## src/rtl/simple_register8.sv

```systemverilog
// Enable-gated data register with asynchronous active-high reset and a sticky
// "loaded since reset" flag. Each data bit is its own cell, instantiated per bit.

module simple_register8_bit #(
  parameter logic RST_BIT = 1'b0
) (
  input  logic clk,
  input  logic rst,
  input  logic en,
  input  logic d,
  output logic q
);
  logic bit_d, bit_q;

  always_comb begin
    bit_d = bit_q;
    if (en) bit_d = d;
  end

  always_ff @(posedge clk or posedge rst) begin
    if (rst) bit_q <= RST_BIT;
    else     bit_q <= bit_d;
  end

  assign q = bit_q;
endmodule

module simple_register8 #(
  parameter int               WIDTH   = 8,
  parameter logic [WIDTH-1:0] RST_VAL = {WIDTH{1'b0}}
) (
  input  logic             clk,
  input  logic             rst,
  input  logic             en,
  input  logic [WIDTH-1:0] d,
  output logic [WIDTH-1:0] q,
  output logic             q_valid
);
  logic valid_d, valid_q;

  for (genvar i = 0; i < WIDTH; i++) begin : g_bit
    simple_register8_bit #(.RST_BIT(RST_VAL[i])) u_bit (
      .clk (clk),
      .rst (rst),
      .en  (en),
      .d   (d[i]),
      .q   (q[i])
    );
  end

  // Sticky: once any load happens, only reset clears it.
  always_comb begin
    valid_d = valid_q | en;
  end

  always_ff @(posedge clk or posedge rst) begin
    if (rst) valid_q <= 1'b0;
    else     valid_q <= valid_d;
  end

  assign q_valid = valid_q;
endmodule

```

## config.mk

```make
export PLATFORM = sky130hd
export DESIGN_NAME = simple_register8
export DESIGN_NICKNAME = d
export VERILOG_FILES = /design/src/rtl/simple_register8.sv
export SDC_FILE = /design/constraint.sdc
export NUM_CORES = 1
export LEC_CHECK = 0
export ABC_CLOCK_PERIOD_IN_PS = 1400
export CORE_AREA = 2 2 39 41
export DETAILED_ROUTE_END_ITERATION = 8
export DIE_AREA = 0 0 41 43
export PLACE_DENSITY = 0.62
export RECOVER_POWER = 25
export SLEW_MARGIN = 25
export SYNTH_ARGS = -nofsm -noshare
export SYNTH_HDL_FRONTEND = slang
export SYNTH_SLANG_ARGS = --single-unit
export TNS_END_PERCENT = 10
```

## constraint.sdc

```tcl
create_clock -name clk -period 1.4 [get_ports clk]
set_input_delay 0.28 -clock clk [delete_from_list [all_inputs] [get_ports clk]]
set_output_delay 0.28 -clock clk [all_outputs]
set_load 0.01 [all_outputs]
```

Figure 1. Cells colored by class (run 1).
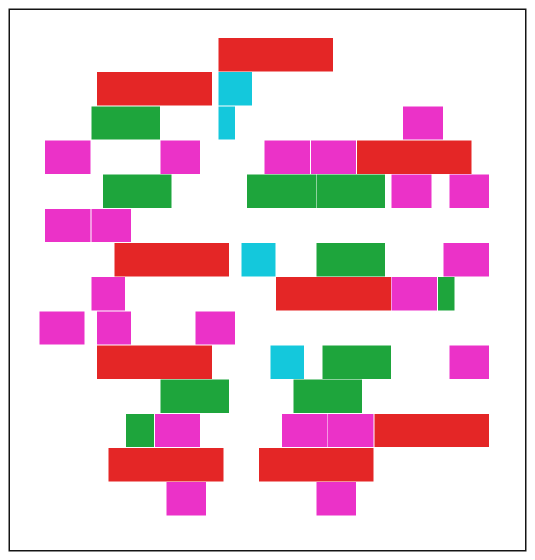
[flip-flops] red | cells: 9 | share of their area: 39%
[other buffers and delay cells] magenta | cells: 21 | share of their area: 34%
[clock drivers and dummy loads] cyan | cells: 4 | share of their area: 4.6%
[all other logic] green | cells: 10 | share of their area: 23%
# rows: 14
core area: 1380 µm²

Figure 2. Routing congestion (run 1).
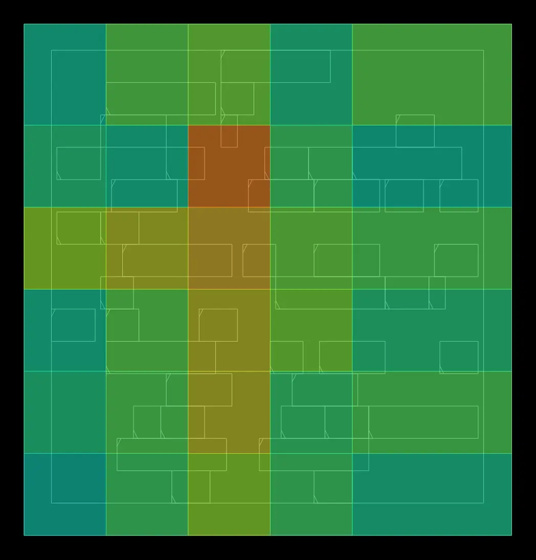
grt peak-use layer: met2
met1 Resource Use GR: 12.6%
M3 GR Usage: 4.71%
total track usage: 10.6%
Wirelength per Cell: 12.2 µm

==> impl_metrics.toml, run 1 <==
# yosys + openroad results
[status]
outcome = "finished, final reports clean"

[final_timing]
final.setup.tns_ps = 0
clock_skew_ps = 0
whs_ps = 419
worst_slack_ps = 195
finalSetupViolations = 0
finalHoldViolations = 0

[final_layout]
drive_above_1_share_pct = 29.5
final_cell_area_um2 = 596
flop-count = 9
clkbuf_count = 4
postLayoutCoreUtil_pct = 43.0

[global_route]
grt_pass1_vias = 274
grt_max_degree = 10

[setup_path]
cp_slowest_cell = "dfrtp_1"

[routing]
drcViolationCount = 0
wl_um = 734
dr.pass1.iters = 1

[clock_network]
clkSinkCount = 9
cts_tree = "yes"

[floorplan]
io_pins = 20
initCoreUtil_pct = 30.8

[synth]
yosys_area_um2 = 427
avgSynthCellArea_um2 = 15.2
top_cell = "dfrtp_1"
common_cells = "9 x dfrtp_1, 8 x buf_4, 8 x mux2_4"
ys_warn_count = 0
synth_cells = 28
ys_types = 6
synth-async-reset-ratio_pct = 100
synthesis.nets = 39

[power]
power_density_nw_per_um2 = 1050
p_leak_nw = 0.283

[flow_run]
warning_count = 26
Figure 3. Pin map (run 1).
Pins as bars across the die edge, other pins in gray.
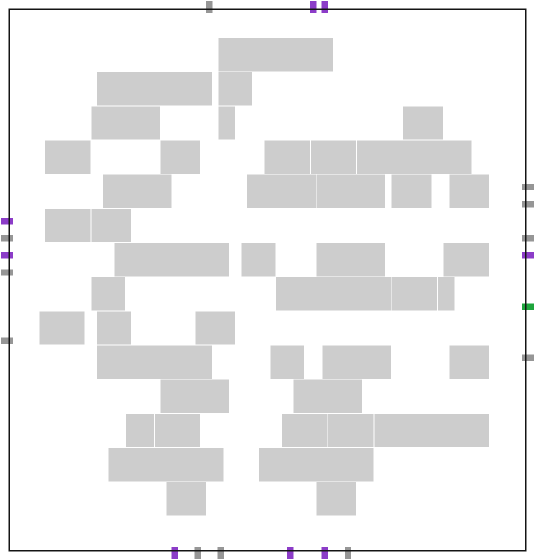
[d] purple | pins: 8 | direction: input | edge: 3 bottom, 2 top, 2 left, 1 right
[rst] green | pins: 1 | direction: input | edge: right
all pins by edge: 6 bottom, 6 right, 5 left, 3 top
Die W: 41 µm
PortBufs: 19

run 1: where the power goes:
| group | leakage (nW) | total [W] | switching, W | internal [W] |
|---|---|---|---|---|
| clock network | 0.0150 | 0.000205 | 0.0000949 | 0.000110 |
| registers | 0.102 | 0.000295 | 0.0000115 | 0.000283 |
| logic | 0.165 | 0.000124 | 0.0000412 | 0.0000830 |
run 1: metal layers:
layer	track usage [%]	share of wire, %	up-vias
met5	0	0	-
met4	6.00	0	0
met3	4.71	7.9	0
met2	15.3	51	11
met1	12.6	41	116
li1	-	-	114
run 1: kinds of logic (layout without fill, tap and decap cells):
| logic type | count (synthesis) | count (layout) | synth area share (%) |
|---|---|---|---|
| buf+inv | 10 | 26 | 17.6 |
| flops | 9 | 9 | 52.8 |
| mux | 8 | 8 | 28.2 |
| simple gates | 1 | 1 | 1.47 |
run 1: final timing paths:
kind / start / end / slack, ps / cells after the start
worst max-delay path: g_bit[5].u_bit.q$_DFFE_PP0P_ / q[5] / 200 / 1
worst min-delay path: rst / g_bit[6].u_bit.q$_DFFE_PP0P_ / 420 / 2
worst max register to register: g_bit[7].u_bit.q$_DFFE_PP0P_ / g_bit[7].u_bit.q$_DFFE_PP0P_ / 640 / 1
worst min register to register: q_valid$_DFF_PP0_ / q_valid$_DFF_PP0_ / 460 / 1
max in group asynchronous: rst / g_bit[7].u_bit.q$_DFFE_PP0P_ / 720 / 2
min in group clk: q_valid$_DFF_PP0_ / q_valid$_DFF_PP0_ / 460 / 1
run 1: state kept, by name, summed over array words and instances, names as in the netlist:
register	count
g_bit.u_bit.q	8
q_valid	1
run 1: repair_timing:
| action | in CTS | in global routing |
|---|---|---|
| setup endpoints to repair | 9 | 0 |
| gates resized | 9 | 0 |
| buffers inserted | 0 | 0 |
| hold buffers | 0 | 0 |
--- run 2 (diff from run 1) ---
- CAP_MARGIN: not set -> 30
- CTS_CLUSTER_DIAMETER: not set -> 150
- SKIP_CTS_REPAIR_TIMING: not set -> 1
Figure 4. Wiring heat map (run 2).
The bar under the picture is 10 µm long. 8 x 9 tiles, from dark blue (low) to red (high), scaled to the fullest tile. Values are wire area over tile area, all layers added.
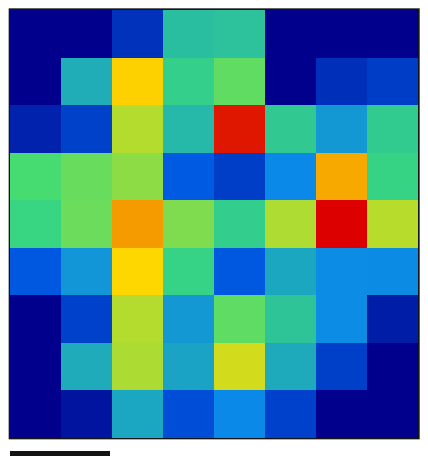
densest ninth of the die: right middle
tiles over half the peak: 26%
nearly empty tiles: 18%
mean over tiles: 0.068
fullest tile: 0.20
emptiest ninth of the die: bottom right
final wirelength: 756 µm
Wirelength per Cell: 12.6 µm

==> run 2 against run 1 <==
Against the previous run:
- combinational power grew 9%
- sequential share of layout area decreased by 2.0 points
- first-iteration DRC count is the same
- register-to-register slack about the same
- global-route usage grew 0.10 points
- synthesized cell count unchanged
- routed wire length up 3.0%
- hold slack hardly changed
- area after synthesis did not move
- via count grew 0.41%
- utilization increased by 2.4 points
- count of clock-buffer cells in the layout is the same
- largest cell class is now buffers
- highest routed layer unchanged
==> impl_metrics.toml, run 2 <==
# yosys + openroad results
[final_timing]
final.setup.tns_ps = 0
worst_slack_ps = 303
finalHoldViolations = 0

[setup_path]
cp_slowest_cell = "clkdlybuf4s50_1"

[synth]
avgSynthCellArea_um2 = 15.2
ys_types = 6
synth_cells = 28
ys_warn_count = 0
common_cells = "9 x dfrtp_1, 8 x buf_4, 8 x mux2_4"
top_cell = "dfrtp_1"

[routing]
dr.pass1.iters = 1
drt-met1-wl_um = 314
drcViolationCount = 0
wl_met3_um = 61

[power]
p_leak_nw = 0.348
power.net_switching_w = 0.000148
p_seq_share_pct = 46.4
internal_power_w = 0.000486

[clock_network]
cts_tree = "yes"

[floorplan]
core_um2 = 1380
dieWidth_um = 41
rows = 14

[status]
outcome = "finished, final reports clean"

[final_layout]
drive_above_1_share_pct = 29.5
postLayoutCoreUtil_pct = 45.5

[global_route]
grtUsageTotal_pct = 10.7
use_met2_pct = 15.3
grt_pass1_vias = 278
grt_max_degree = 10
top_usage_layer = "met2"

[flow_run]
warning_count = 26
run 2: cell counts after synthesis:
No cell type changed its count.
run 2: metrics by stage:
step | area (µm²) | cells | hold slack [ps]
after CTS | 607 | 60 | 300
after global routing | 629 | 60 | 451
after floorplan | 427 | 28 | 108
final | 629 | 60 | 419
after global placement | 581 | 56 | 446
after detailed placement | 581 | 56 | 452
run 2: layout make-up:
cell class	instances	area share (%)
Sequential cell	9	35.8
Multi-Input combinational cell	9	20.1
Tap cell	16	3.18
Inverter	1	0.596
Clock buffer	4	4.17
Timing Repair Buffer	21	36.2
run 2: logic make-up after synthesis:
logic type / Yosys count / synth area share (%)
buf+inv: 10 / 17.6
flops: 9 / 52.8
simple gates: 1 / 1.47
mux: 8 / 28.2
run 2: worst paths after layout:
check                                               end  cells after the start  slack, ps                    startpoint
min in group clk                      q_valid$_DFF_PP0_                      1        460             q_valid$_DFF_PP0_
setup reg to reg           g_bit[7].u_bit.q$_DFFE_PP0P_                      1        640  g_bit[7].u_bit.q$_DFFE_PP0P_
hold / removal             g_bit[6].u_bit.q$_DFFE_PP0P_                      2        420                           rst
hold reg to reg                       q_valid$_DFF_PP0_                      1        460             q_valid$_DFF_PP0_
max in group asynchronous  g_bit[7].u_bit.q$_DFFE_PP0P_                      2        720                           rst
setup / recovery           g_bit[7].u_bit.q$_DFFE_PP0P_                      3        300                            en
run 2: worst max-delay path, delay by kind of cell:
family	cells	cell delay, ps
buffers and inverters	2	650
multiplexers	1	310
run 2: power by group through the flow:
stage                     Clock (W)  Sequential [W]  Combinational (W)
after floorplan                   0        0.000297          0.0000955
after detailed placement          0        0.000301           0.000143
final                      0.000205        0.000295           0.000135
after global placement            0        0.000299           0.000141
after CTS                  0.000215        0.000296           0.000144
after global routing       0.000236        0.000299           0.000146
Power is estimated from default activity; no workload was simulated.
